## src/rtl/axi_mem_req_arbiter_pkg.sv

```systemverilog
// Shared types and helpers for the cache-line memory request arbiter.
package axi_mem_arb_pkg;

    localparam int LINE_W = 128;
    localparam int ADDR_W = 28;

    typedef enum logic [1:0] {
        ARB_IDLE,
        ARB_ISSUE,
        ARB_WAIT,
        ARB_DONE
    } arb_state_t;

    function automatic int unsigned rr_next(input int unsigned ptr, input int unsigned n);
        return (ptr + 1 >= n) ? 0 : ptr + 1;
    endfunction

endpackage

```

## src/rtl/axi_mem_req_arbiter_if.sv

```systemverilog
// Requester-side and controller-side signals of the line request arbiter.
interface axi_mem_req_arbiter_if #(
    parameter int N_REQ = 2
) ();
    import axi_mem_arb_pkg::*;

    logic [N_REQ-1:0]             req_valid;
    logic [N_REQ-1:0]             req_we;
    logic [N_REQ-1:0][ADDR_W-1:0] req_addr;
    logic [N_REQ-1:0][LINE_W-1:0] req_wdata;
    logic [N_REQ-1:0]             req_done;
    logic                         req_err;
    logic [LINE_W-1:0]            req_rdata;

    logic [ADDR_W-1:0]            cache_addr;
    logic [LINE_W-1:0]            cache_write_data;
    logic                         cache_write_req;
    logic                         cache_read_req;
    logic [LINE_W-1:0]            cache_read_data;
    logic                         cache_ready;

    // master is the arbiter; slave is the requesters plus controller around it
    modport master (
        input  req_valid, req_we, req_addr, req_wdata, cache_read_data, cache_ready,
        output req_done, req_err, req_rdata,
        output cache_addr, cache_write_data, cache_write_req, cache_read_req
    );

    modport slave (
        output req_valid, req_we, req_addr, req_wdata, cache_read_data, cache_ready,
        input  req_done, req_err, req_rdata,
        input  cache_addr, cache_write_data, cache_write_req, cache_read_req
    );

endinterface

```

## src/rtl/axi_mem_req_arbiter_rr_priority_picker.sv

```systemverilog
// Combinational round-robin picker: first set request at or after ptr, wrapping.
module rr_priority_picker #(
    parameter  int N = 2,
    localparam int W = (N > 1) ? $clog2(N) : 1
) (
    input  logic [N-1:0] req,
    input  logic [W-1:0] ptr,
    output logic [W-1:0] gnt_idx,
    output logic         gnt_any
);

    logic [W-1:0] cand;

    always_comb begin
        gnt_idx = '0;
        gnt_any = 1'b0;
        cand    = '0;
        for (int i = 0; i < N; i++) begin
            cand = W'((32'(ptr) + 32'(i)) % 32'(N));
            if (!gnt_any && req[cand]) begin
                gnt_any = 1'b1;
                gnt_idx = cand;
            end
        end
    end

endmodule

```

## src/rtl/axi_mem_req_arbiter.sv

```systemverilog
// Round-robin arbiter sharing one cache-line memory controller between N_REQ requesters,
// with one line transaction in flight and an optional watchdog on the controller.
module axi_mem_req_arbiter
    import axi_mem_arb_pkg::*;
#(
    parameter int N_REQ   = 2,
    parameter int TIMEOUT = 1024
) (
    input  logic                  clk,
    input  logic                  rst_n,
    axi_mem_req_arbiter_if.master bus
);

    localparam int PTR_W = $clog2(N_REQ);
    localparam int CNT_W = (TIMEOUT > 1) ? $clog2(TIMEOUT) : 1;
    localparam logic [CNT_W-1:0] CNT_LAST = CNT_W'((TIMEOUT > 0) ? TIMEOUT - 1 : 0);

    arb_state_t        state_q, state_d;
    logic [PTR_W-1:0]  ptr_q, ptr_d;
    logic [PTR_W-1:0]  grant_q, grant_d;
    logic [ADDR_W-1:0] addr_q, addr_d;
    logic [LINE_W-1:0] wdata_q, wdata_d;
    logic [LINE_W-1:0] rdata_q, rdata_d;
    logic              we_q, we_d;
    logic              err_q, err_d;
    logic              rd_req_q, rd_req_d;
    logic              wr_req_q, wr_req_d;
    logic [N_REQ-1:0]  done_q, done_d;
    logic [CNT_W-1:0]  cnt_q, cnt_d;

    logic [PTR_W-1:0]  pick_idx;
    logic              pick_any;

    rr_priority_picker #(.N(N_REQ)) u_picker (
        .req     (bus.req_valid),
        .ptr     (ptr_q),
        .gnt_idx (pick_idx),
        .gnt_any (pick_any)
    );

    // Every output is a flop; the request and done/err pulses are set on the edge
    // entering the state in which they must be visible.
    always_comb begin
        state_d  = state_q;
        ptr_d    = ptr_q;
        grant_d  = grant_q;
        addr_d   = addr_q;
        wdata_d  = wdata_q;
        rdata_d  = rdata_q;
        we_d     = we_q;
        cnt_d    = cnt_q;
        err_d    = 1'b0;
        rd_req_d = 1'b0;
        wr_req_d = 1'b0;
        done_d   = '0;
        unique case (state_q)
            ARB_IDLE: begin
                if (bus.cache_ready && pick_any) begin
                    grant_d  = pick_idx;
                    addr_d   = bus.req_addr[pick_idx];
                    wdata_d  = bus.req_wdata[pick_idx];
                    we_d     = bus.req_we[pick_idx];
                    rd_req_d = ~bus.req_we[pick_idx];
                    wr_req_d = bus.req_we[pick_idx];
                    state_d  = ARB_ISSUE;
                end
            end
            ARB_ISSUE: begin
                cnt_d   = '0;
                state_d = ARB_WAIT;
            end
            ARB_WAIT: begin
                if (bus.cache_ready) begin
                    if (!we_q) rdata_d = bus.cache_read_data;
                    done_d[grant_q] = 1'b1;
                    state_d         = ARB_DONE;
                end else if (TIMEOUT != 0 && cnt_q == CNT_LAST) begin
                    err_d           = 1'b1;
                    done_d[grant_q] = 1'b1;
                    state_d         = ARB_DONE;
                end else begin
                    cnt_d = cnt_q + 1'b1;
                end
            end
            ARB_DONE: begin
                ptr_d   = PTR_W'(rr_next(32'(grant_q), N_REQ));
                cnt_d   = '0;
                state_d = ARB_IDLE;
            end
            default: state_d = ARB_IDLE;
        endcase
    end

    always_ff @(posedge clk or negedge rst_n) begin
        if (!rst_n) begin
            state_q  <= ARB_IDLE;
            ptr_q    <= '0;
            grant_q  <= '0;
            addr_q   <= '0;
            wdata_q  <= '0;
            rdata_q  <= '0;
            we_q     <= 1'b0;
            err_q    <= 1'b0;
            rd_req_q <= 1'b0;
            wr_req_q <= 1'b0;
            done_q   <= '0;
            cnt_q    <= '0;
        end else begin
            state_q  <= state_d;
            ptr_q    <= ptr_d;
            grant_q  <= grant_d;
            addr_q   <= addr_d;
            wdata_q  <= wdata_d;
            rdata_q  <= rdata_d;
            we_q     <= we_d;
            err_q    <= err_d;
            rd_req_q <= rd_req_d;
            wr_req_q <= wr_req_d;
            done_q   <= done_d;
            cnt_q    <= cnt_d;
        end
    end

    assign bus.req_done         = done_q;
    assign bus.req_err          = err_q;
    assign bus.req_rdata        = rdata_q;
    assign bus.cache_addr       = addr_q;
    assign bus.cache_write_data = wdata_q;
    assign bus.cache_write_req  = wr_req_q;
    assign bus.cache_read_req   = rd_req_q;

endmodule

```

## src/flat_wrapper.sv

```systemverilog
// flat-port wrapper written by rule: the top's interface ports become plain ports
module axi_mem_req_arbiter_flat import axi_mem_arb_pkg::*;
#(
    parameter int N_REQ   = 2,
    parameter int TIMEOUT = 1024
)
  (clk, rst_n, bus_req_valid, bus_req_we, bus_req_addr, bus_req_wdata, bus_cache_read_data, bus_cache_ready, bus_req_done, bus_req_err, bus_req_rdata, bus_cache_addr, bus_cache_write_data, bus_cache_write_req, bus_cache_read_req);
  axi_mem_req_arbiter_if #(.N_REQ(N_REQ)) bus_i ();
  input  logic clk;
  input  logic rst_n;
  input wire logic [$bits(bus_i.req_valid)-1:0] bus_req_valid;
  input wire logic [$bits(bus_i.req_we)-1:0] bus_req_we;
  input wire logic [$bits(bus_i.req_addr)-1:0] bus_req_addr;
  input wire logic [$bits(bus_i.req_wdata)-1:0] bus_req_wdata;
  input wire logic [$bits(bus_i.cache_read_data)-1:0] bus_cache_read_data;
  input wire logic [$bits(bus_i.cache_ready)-1:0] bus_cache_ready;
  output wire logic [$bits(bus_i.req_done)-1:0] bus_req_done;
  output wire logic [$bits(bus_i.req_err)-1:0] bus_req_err;
  output wire logic [$bits(bus_i.req_rdata)-1:0] bus_req_rdata;
  output wire logic [$bits(bus_i.cache_addr)-1:0] bus_cache_addr;
  output wire logic [$bits(bus_i.cache_write_data)-1:0] bus_cache_write_data;
  output wire logic [$bits(bus_i.cache_write_req)-1:0] bus_cache_write_req;
  output wire logic [$bits(bus_i.cache_read_req)-1:0] bus_cache_read_req;
  assign bus_i.req_valid = bus_req_valid;
  assign bus_i.req_we = bus_req_we;
  assign bus_i.req_addr = bus_req_addr;
  assign bus_i.req_wdata = bus_req_wdata;
  assign bus_i.cache_read_data = bus_cache_read_data;
  assign bus_i.cache_ready = bus_cache_ready;
  assign bus_req_done = bus_i.req_done;
  assign bus_req_err = bus_i.req_err;
  assign bus_req_rdata = bus_i.req_rdata;
  assign bus_cache_addr = bus_i.cache_addr;
  assign bus_cache_write_data = bus_i.cache_write_data;
  assign bus_cache_write_req = bus_i.cache_write_req;
  assign bus_cache_read_req = bus_i.cache_read_req;
  axi_mem_req_arbiter #(.N_REQ(N_REQ), .TIMEOUT(TIMEOUT)) u_core (.clk(clk), .rst_n(rst_n), .bus(bus_i));
endmodule
```

## config.mk

```make
export PLATFORM = sky130hd
export DESIGN_NAME = axi_mem_req_arbiter_flat
export DESIGN_NICKNAME = d
export VERILOG_FILES = /design/src/rtl/axi_mem_req_arbiter_pkg.sv /design/src/rtl/axi_mem_req_arbiter_if.sv /design/src/rtl/axi_mem_req_arbiter_rr_priority_picker.sv /design/src/rtl/axi_mem_req_arbiter.sv /design/src/flat_wrapper.sv
export SDC_FILE = /design/constraint.sdc
export NUM_CORES = 1
export LEC_CHECK = 0
export ABC_AREA = 1
export CORE_AREA = 2 2 284 286
export CTS_CLUSTER_SIZE = 24
export DETAILED_ROUTE_END_ITERATION = 12
export DIE_AREA = 0 0 286 288
export GPL_TIMING_DRIVEN = 0
export HOLD_SLACK_MARGIN = 0.02
export PLACE_DENSITY = 0.53
export SLEW_MARGIN = 10
export SYNTH_ARGS = -nofsm -noshare
export SYNTH_HDL_FRONTEND = slang
export SYNTH_SLANG_ARGS = --single-unit
export TNS_END_PERCENT = 30
```

## constraint.sdc

```tcl
create_clock -name clk -period 2.3 [get_ports clk]
set_input_delay 0.69 -clock clk [delete_from_list [all_inputs] [get_ports clk]]
set_output_delay 0.69 -clock clk [all_outputs]
set_load 0.1 [all_outputs]
```

==> notes.md, run 1 <==
The following summarizes the physical implementation.

Layout
The area growth from synthesis to layout is 77.0%. 5 antenna diodes ended up in the layout. The multi-input combinational cell count is 867. The combined flip-flop and latch cell area is 7610 um^2. Counting the clock-network buffers in the layout gives 54.

The layout report lists the non-clock buffer share of cell area as 0.347.

Setup path
The endpoint of the most critical setup path is bus_cache_addr[11]. According to the timing report, the critical path is launched from u_core.bus.cache_addr[11]. Among all stages on the critical path, the maximum delay recorded is 0.57 ns. The worst setup path is captured at an output pin.

Status
The run finished with clean final reports.

Die
The overall die width is 286 um. 736 I/O pins were placed. The area of the chip is 82400 um^2. The core box area is 79600 um^2.

STA
The setup-violating endpoint count in the final report is 0. After routing, the total negative slack on setup checks comes to 0 ns. The measured slew at the worst slew-check pin is 0.749 ns. Max-slew check failures listed in the final report amount to 0.

The post-layout period usage of the worst path is 0.980. Hold timing on the final database bottoms out at a slack of 0.0569 ns.

Drt
The detailed router finished its first iteration with 410 violations. Summed over all layers, the routed wires come to 66.8 mm. The script logs the ratio of routed vias to standard cells as 4.00.

Synthesis
The share of the yosys chip area belonging to registers is 0.565. In the post-synthesis netlist, the biggest area contributors are sky130_fd_sc_hd__dfrtp_1, sky130_fd_sc_hd__mux2_4, sky130_fd_sc_hd__o21ai_0. The synthesized design contains 0 enable-type register cells. The synthesis log from Yosys contains 0 warnings. The synthesis report names the predominant flop master as sky130_fd_sc_hd__dfrtp_1.

After synthesis, the chip area reported by Yosys is 13500 um^2. The post-synthesis register bit count is 304. By count the netlist is led by sky130_fd_sc_hd__dfrtp_1, sky130_fd_sc_hd__o21ai_0, sky130_fd_sc_hd__nand2_1.

Global route
Entering global routing, the biggest net connects 103 pins. The first global-routing pass estimated 93.7 mm of wire. The number of antenna violations at the first check in global routing came to 15.

Hold path
The worst min-delay path class is in2async.

CTS
Clock-pin slew was measured on the worst setup and hold paths at 0.06 ns. The root buffer cell chosen for the clock tree is sky130_fd_sc_hd__clkbuf_16. The insertion delay at the late pin of the worst-skew pair is 0.57 ns.

The CTS tree is built. Clock tree synthesis inserted a total of 40 buffers. The total clock sinks is 304.

Run
The number of maximum-capacitance constraint violations is 0.
-- run 1: placed cells by master (no fill, tap or decap), types with 7 or more instances in the layout --
cell type,instances
sky130_fd_sc_hd__buf_4,9
sky130_fd_sc_hd__clkdlybuf4s18_2,10
sky130_fd_sc_hd__mux2_4,120
sky130_fd_sc_hd__clkdlybuf4s15_2,252
sky130_fd_sc_hd__o21ai_0,211
sky130_fd_sc_hd__o21ai_1,107
sky130_fd_sc_hd__clkbuf_16,42
sky130_fd_sc_hd__nand2_1,209
sky130_fd_sc_hd__inv_1,13
sky130_fd_sc_hd__dfrtp_1,304
sky130_fd_sc_hd__clkbuf_1,20
sky130_fd_sc_hd__nor2_1,178
sky130_fd_sc_hd__clkinv_2,7
sky130_fd_sc_hd__buf_12,11
sky130_fd_sc_hd__buf_2,74
sky130_fd_sc_hd__clkdlybuf4s50_1,445
sky130_fd_sc_hd__mux2_2,8
-- run 1: what timing repair did --
item	4_1_cts	5_1_grt
pin swaps	1	1
gates resized	891	15
setup endpoints to repair	303	112
hold buffers	0	0
setup buffers	0	3
-- run 1: cell families after synthesis --
family,synth area share
buffers and inverters,0.0484
and+or+nand+nor,0.119
adders and majority gates,0.00558
xor gates and xnor gates,0.000651
AOI/OAI and AO/OA,0.121
muxes,0.141
DFF,0.565
-- run 1: registers in the layout, indices dropped and copies added, names as in the netlist --
register                     count
u_core.bus.cache_addr           28
u_core.bus.cache_read_req        1
u_core.bus.cache_write_data    128
u_core.bus.cache_write_req       1
u_core.bus.req_done              2
u_core.bus.req_err               1
u_core.bus.req_rdata           128
u_core.cnt_q                    10
u_core.grant_q                   1
u_core.ptr_q                     1
u_core.state_q                   2
u_core.we_q                      1
-- run 1: metal layers --
layer	up-vias	global-route usage	wire, um
met5	-	0	66
met2	579	0.268	32500
met1	6083	0.166	24500
met4	10	0.0575	2230
met3	91	0.0729	7600
li1	5832	-	-
-- run 1: worst reg2reg max path, delay by kind of cell, from the launching register on --
family	cells	cell delay [ns]
compound gates	2	0.44
simple gates	1	0.23
flops	1	0.43
buf+inv	4	0.77
fa+ha+maj	1	0.22
-- run 1: stage by stage --
step	cells	area, um^2	utilization	setup WS [ns]
final	3148	23800	0.299	0.0467
after global routing	3146	23800	0.299	-0.00479
after CTS	3140	23800	0.299	0.000136
after detailed placement	3068	22200	0.279	-0.784
after global placement	3065	22100	0.278	-13.43
after floorplan	1270	13500	-	0.699
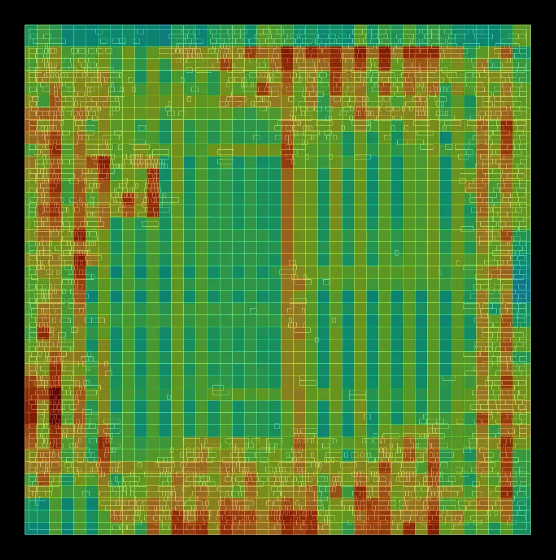
Fig. 1. Track usage over the die (run 1).
global routing met1 resource utilization: 0.166
Routed WL per cell: 21.2 um
GRT Resource Usage Total: 0.156
met3 usage in global routing: 0.0729
grt peak-use layer: met2

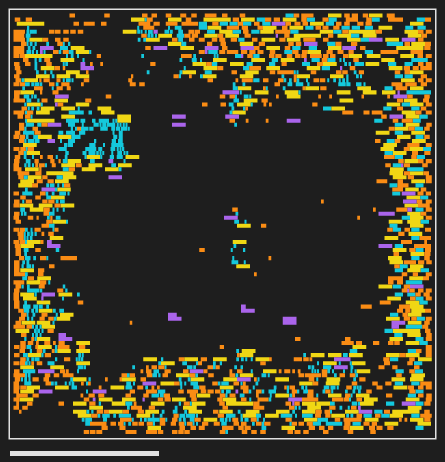
Fig. 2. Placed cells, one color a class (run 1).
The bar under the picture is 100 um long.
| color | class | cells |
|---|---|---|
| cyan | combinational and other logic | 884 |
| purple | clock drivers and dummy loads | 72 |
| yellow | flops | 304 |
| orange | other buffers and delay cells | 823 |
core occupancy in the finished layout: 0.299
Seq area share: 0.319
Post-Layout Inst Area: 23800 um^2

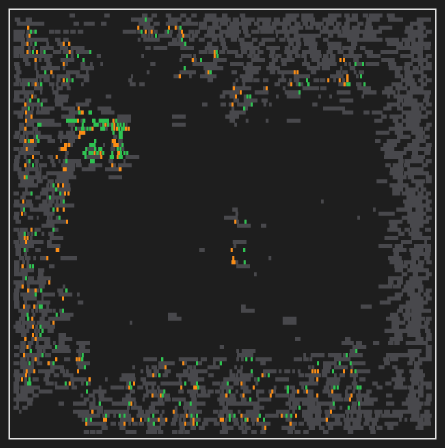
Fig. 3. Gate-type map (run 1).
| color | family | cells | where |
|---|---|---|---|
| green | NAND gates | 221 | all over the die |
| orange | NOR gates | 186 | all over the die |
most common library cell in the layout ignoring fill and taps: sky130_fd_sc_hd__clkdlybuf4s50_1
tally of non-filler cells in the final layout: 3148
combinational share of cell area: 0.218

Fig. 4: run 1, sequential cells grouped by signal name
The bar under the picture is 100 um long. Other sequential cells in the stronger gray, the rest of the logic in the fainter gray.
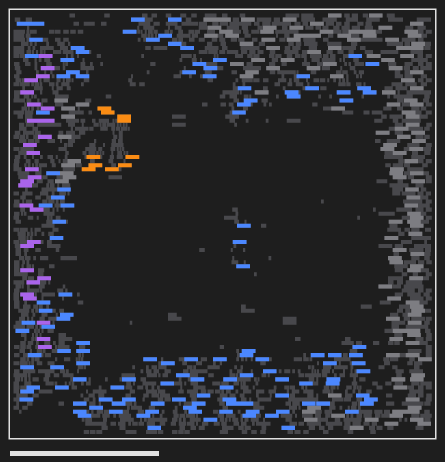

==> run 2, diff against run 1 <==
ABC_AREA = default   (was 1)
CORE_AREA = 2 2 286 288   (was 2 2 284 286)
DIE_AREA = 0 0 288 290   (was 0 0 286 288)
PLACE_DENSITY = 0.51   (was 0.53)
clock period = 2.2 ns   (was 2.3 ns; I/O delays follow)
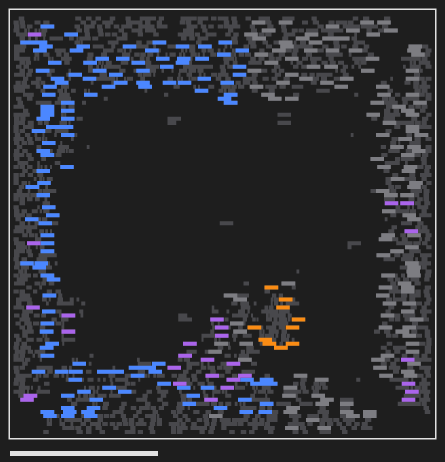
Fig. 5. Sequential cells grouped by signal name (run 2).
The bar under the picture is 100 um long. Other sequential cells in the stronger gray, the rest of the logic in the fainter gray.
| color | netlist name | placed flops |
|---|---|---|
| orange | u_core.cnt_q | 10 |
| purple | u_core.bus.cache_addr | 28 |
| blue | u_core.bus.cache_write_data | 128 |
not colored: 138
core occupancy in the finished layout: 0.289
area used by sequential logic in the layout: 7610 um^2
Seq area share: 0.328

==> notes.md, run 2 <==
The following summarizes the physical implementation.

Layout
The flow measured a signed area growth from synthesis to layout of 80.2%. The most frequent logic cell in the layout is sky130_fd_sc_hd__clkdlybuf4s50_1.

STA
The setup-violating endpoint count in the final report is 0. The post-layout period usage of the worst path is 0.981. The count of final max-slew check failures is 0. The highest clock rate this design can be run at is 0.463 GHz. In the final timing run, aggregate negative setup slack is 0 ns.

The transition time recorded at the tightest slew-check pin is 0.651 ns.

CTS
Per the post-CTS timing run, clock transition at the registers of the reported paths is 0.06 ns. The setup fix buffers added after clock tree synthesis is 0. Per the CTS log, the root buffer master is sky130_fd_sc_hd__clkbuf_16. The total clock sinks is 304.

At the later pin of the worst-skew pair, clock insertion delay measures 0.56 ns. The CTS tree is built.

Setup path
The largest incremental delay on the critical path is 0.58 ns. STA classifies the critical path endpoint as an output pin.

Global route
The total routing resource utilization after global routing is 0.124. The largest net degree at the start of global routing is 105. The wire length of the first global-routing pass is 78.0 mm. The number of antenna violations at the first check in global routing is 4.

Hold path
The path class of the tightest hold or removal check is reg2reg.

Synthesis
The number of flops mapped to enable cells by yosys is 0. The primary flip-flop cell chosen by synthesis mapping is sky130_fd_sc_hd__dfrtp_1. The Yosys step of the flow raised 0 warnings. The post-synthesis register bit count is 304. By count the netlist is led by sky130_fd_sc_hd__dfrtp_1, sky130_fd_sc_hd__nand2_1, sky130_fd_sc_hd__mux2i_1.

The chip area line in the Yosys stat output reads 12900 um^2.

Run
The tool flagged a number of max-cap violations equal to 0.

Die
The number of top-level pins is 736. Measured along the x axis, the die boundary spans 288 um. The chip occupies 83500 um^2. The core box area is 80200 um^2.

Placement
Per the detailed placement report, the placed cell area equals 21600 um^2. After its last routability iteration, the placer logged a weighted congestion of 0.861.

Drt
The violation count after the first detailed-route iteration is 294. The wire length per cell after detailed routing is 18.3 um.

Status
The run finished with clean final reports.
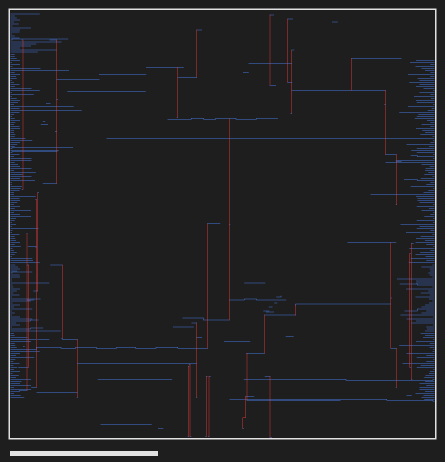
Fig. 6. Signal wires by layer (run 2).
The bar under the picture is 100 um long. Two of the layers only.
| color | layer | wire length |
|---|---|---|
| red | metal 4 | 1800 um |
| blue | metal 3 | 4670 um |
Via Count: 11.2k
wirelength, routed: 53.6 mm

[run 2: cell count changes after synthesis, moves of 11 or more]
cell and change:
sky130_fd_sc_hd__buf_12 -11, sky130_fd_sc_hd__mux2_4 -120, sky130_fd_sc_hd__buf_2 -18, sky130_fd_sc_hd__mux2_2 +121
sky130_fd_sc_hd__mux2i_1 +158, sky130_fd_sc_hd__nor2_1 -170, sky130_fd_sc_hd__o21ai_0 -166, sky130_fd_sc_hd__o21ai_1 +18
sky130_fd_sc_hd__nand2_1 -43
[run 2: per-stage QoR]
step                std cells  worst slack [ns]  hold WS [ns]
floorplan                1056             0.513         0.364
global placement         2851            -12.99         0.463
detailed placement       2854            -0.827         0.470
CTS                      2924            -0.250         0.483
global route             2925           -0.0497         0.499
finish                   2925            0.0410         0.476
[run 2: worst max-delay path by stage]
| stage | start | endpoint | slack, ns | cells past startpoint |
|---|---|---|---|---|
| after detailed placement | bus_cache_ready | u_core.bus.req_rdata[52] | -0.83 | 5 |
| final | u_core.bus.cache_addr[0] | bus_cache_addr[0] | 0.04 | 1 |
| after floorplan | u_core.state_q[0] | u_core.bus.req_rdata[0] | 0.51 | 6 |
| after CTS | u_core.bus.cache_write_data[106] | bus_cache_write_data[106] | -0.25 | 1 |
| after global placement | rst_n | u_core.bus.cache_write_data[2] | -12.99 | 1 |
| after global routing | u_core.state_q[0] | u_core.bus.cache_write_data[17] | -0.05 | 6 |
[run 2: layout make-up]
| cell class | instances | area (um^2) | share of cell area |
|---|---|---|---|
| Multi-Input combinational cell | 676 | 4880 | 0.211 |
| Timing Repair Buffer | 739 | 7580 | 0.327 |
| Clock buffer | 56 | 1130 | 0.0487 |
| Inverter | 6 | 22.5 | 0.000972 |
| Tap cell | 1060 | 1330 | 0.0572 |
| Sequential cell | 304 | 7610 | 0.328 |
| Clock inverter | 13 | 218 | 0.00939 |
| Antenna cell | 1 | 2.50 | 0.000108 |
| Buffer | 70 | 413 | 0.0178 |
[run 2: logic make-up after synthesis]
family	synth area share
muxes	0.236
and+or+nand+nor	0.0614
adders and majority gates	0.00584
DFF	0.591
buffers and inverters	0.0304
AOI/OAI and AO/OA	0.0750
[run 2: per-layer routing]
layer / global-route usage / vias up / wire length (um)
met5: 0 / - / 0
met4: 0.0445 / 0 / 1800
met3: 0.0399 / 81 / 4670
met1: 0.131 / 5355 / 19400
met2: 0.230 / 485 / 27700
li1: - / 5247 / -
[run 2: repair_timing]
action	4_1_cts	5_1_grt
setup endpoints to repair	424	245
endpoints found under the hold margin	48	0
hold buffers	1	0
gates resized	935	57
cloned	0	0
Fig. 7: run 2, gate-type map
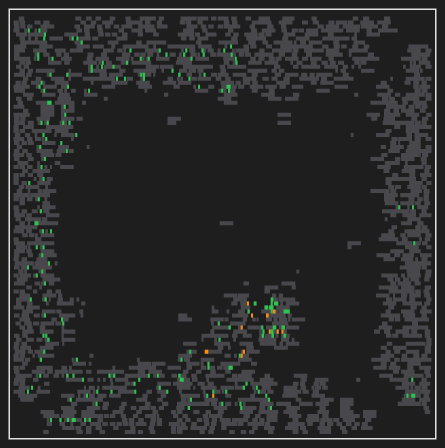

==> run 3, diff against run 2 <==
CAP_MARGIN = 20   (was default)
CORE_AREA = 2 2 284 286   (was 2 2 286 288)
DIE_AREA = 0 0 286 288   (was 0 0 288 290)
PLACE_DENSITY = 0.52   (was 0.51)
clock period = 2.7 ns   (was 2.2 ns; I/O delays follow)
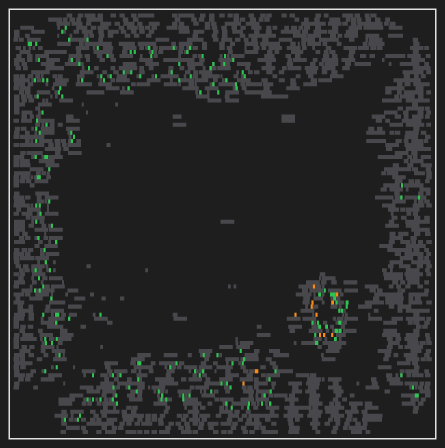
Fig. 8. Gate-type map (run 3).
| color | family | cells |
|---|---|---|
| green | NAND gates | 177 |
| orange | NOR gates | 12 |
combinational share of cell area: 0.215
tally of non-filler cells in the final layout: 2925

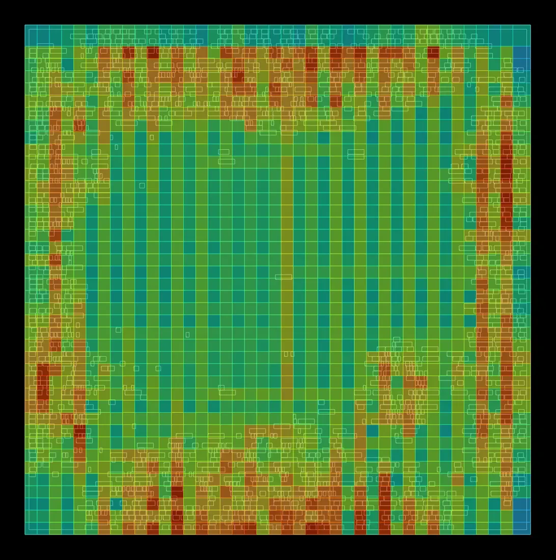
Fig. 9. Track usage over the die (run 3).
GRT Resource Usage Total: 0.122
met2 demand-to-capacity share in global routing: 0.221

==> notes.md, run 3 <==
The following summarizes the physical implementation.

Status
The flow ran to the end, and the final reports show no timing, DRC or antenna violations.

Global route
The wire length of the first global-routing pass is 76.5 mm. Global route summary, busiest routing layer listed as met2. The met1 layer usage reported by global route is 0.138. For this run, global-route usage on met3 was measured as 0.0390.

The number of antenna violations at the first check in global routing was 2. Entering global routing, the biggest net connects 101 pins.

Setup path
The source of the critical timing path is u_core.bus.req_rdata[112].

Synthesis
The cell-mix breakdown from Yosys lists the XOR/XNOR area share as 0. The synthesis run shows the most used standard cells to be sky130_fd_sc_hd__dfrtp_1, sky130_fd_sc_hd__nand2_1, sky130_fd_sc_hd__mux2i_1. Counting the warning lines in the Yosys log gives 0. The synthesized netlist has a Yosys-reported chip area of 12900 um^2.

The fraction of the mapped netlist area in compound gates is 0.0750. Once synthesis finished, the tally of register bits stood at 304.

STA
The measured slew at the worst slew-check pin is 1.09 ns. Timing would allow up to 0.379 GHz.

Die
736 I/O pins were placed. The core box area is 79600 um^2.

CTS
The CTS tree is built. The insertion delay at the late pin of the worst-skew pair is 0.55 ns.

Layout
From synthesis to final layout, the design area changed by 76.1%.

Run
The number of maximum-capacitance violations recorded for the run is 0.

Drt
TritonRoute output was used to compute an average wire per cell of 17.9 um.
[run 3: worst max path at each step]
stage                                            to  slack, ns  cells past startpoint
global placement    u_core.bus.cache_write_data[86]     -12.78                      1
floorplan                   u_core.bus.req_rdata[0]       0.89                      4
finish                           bus_req_rdata[112]       0.06                      1
global route              u_core.bus.cache_addr[12]      -0.02                      6
CTS                               bus_req_rdata[34]      0.003                      1
detailed placement        u_core.bus.cache_addr[21]      -0.55                      7
[run 3: routing by layer]
| metal | vias to the layer above | share of wire | wire length, um |
|---|---|---|---|
| li1 | 5237 | - | - |
| met4 | 2 | 0.023 | 1220 |
| met2 | 425 | 0.51 | 26800 |
| met1 | 5322 | 0.39 | 20100 |
| met5 | - | 0.00021 | 11 |
| met3 | 74 | 0.080 | 4190 |
[run 3: logic make-up (layout without fill, tap and decap cells)]
kind of cell	count (synthesis)	after routing
buf+inv	76	883
other cells	0	2
flops	304	304
fa+ha+maj	6	6
mux	287	287
compound gates	186	186
simple gates	197	197
[run 3: area by class of cell]
type                            instances  share of cell area
Clock buffer                           55              0.0498
Tap cell                             1060              0.0586
Sequential cell                       304               0.336
Inverter                                6            0.000994
Multi-Input combinational cell        676               0.215
Antenna cell                            2            0.000221
Buffer                                 70              0.0164
Timing Repair Buffer                  739               0.315
Clock inverter                         13             0.00845
[run 3: timing repair]
| item | in CTS | in global routing |
|---|---|---|
| cloned | 0 | 0 |
| hold buffers | 0 | 0 |
| setup endpoints to repair | 288 | 16 |
| endpoints found under the hold margin | 0 | 0 |
| gates resized | 305 | 8 |
[run 3: through the flow]
stage	TNS [ns]	setup WS, ns
global route	-0.0165	-0.0155
detailed placement	-72.29	-0.550
floorplan	0	0.894
global placement	-3932.45	-12.78
finish	0	0.0641
CTS	0	0.00278
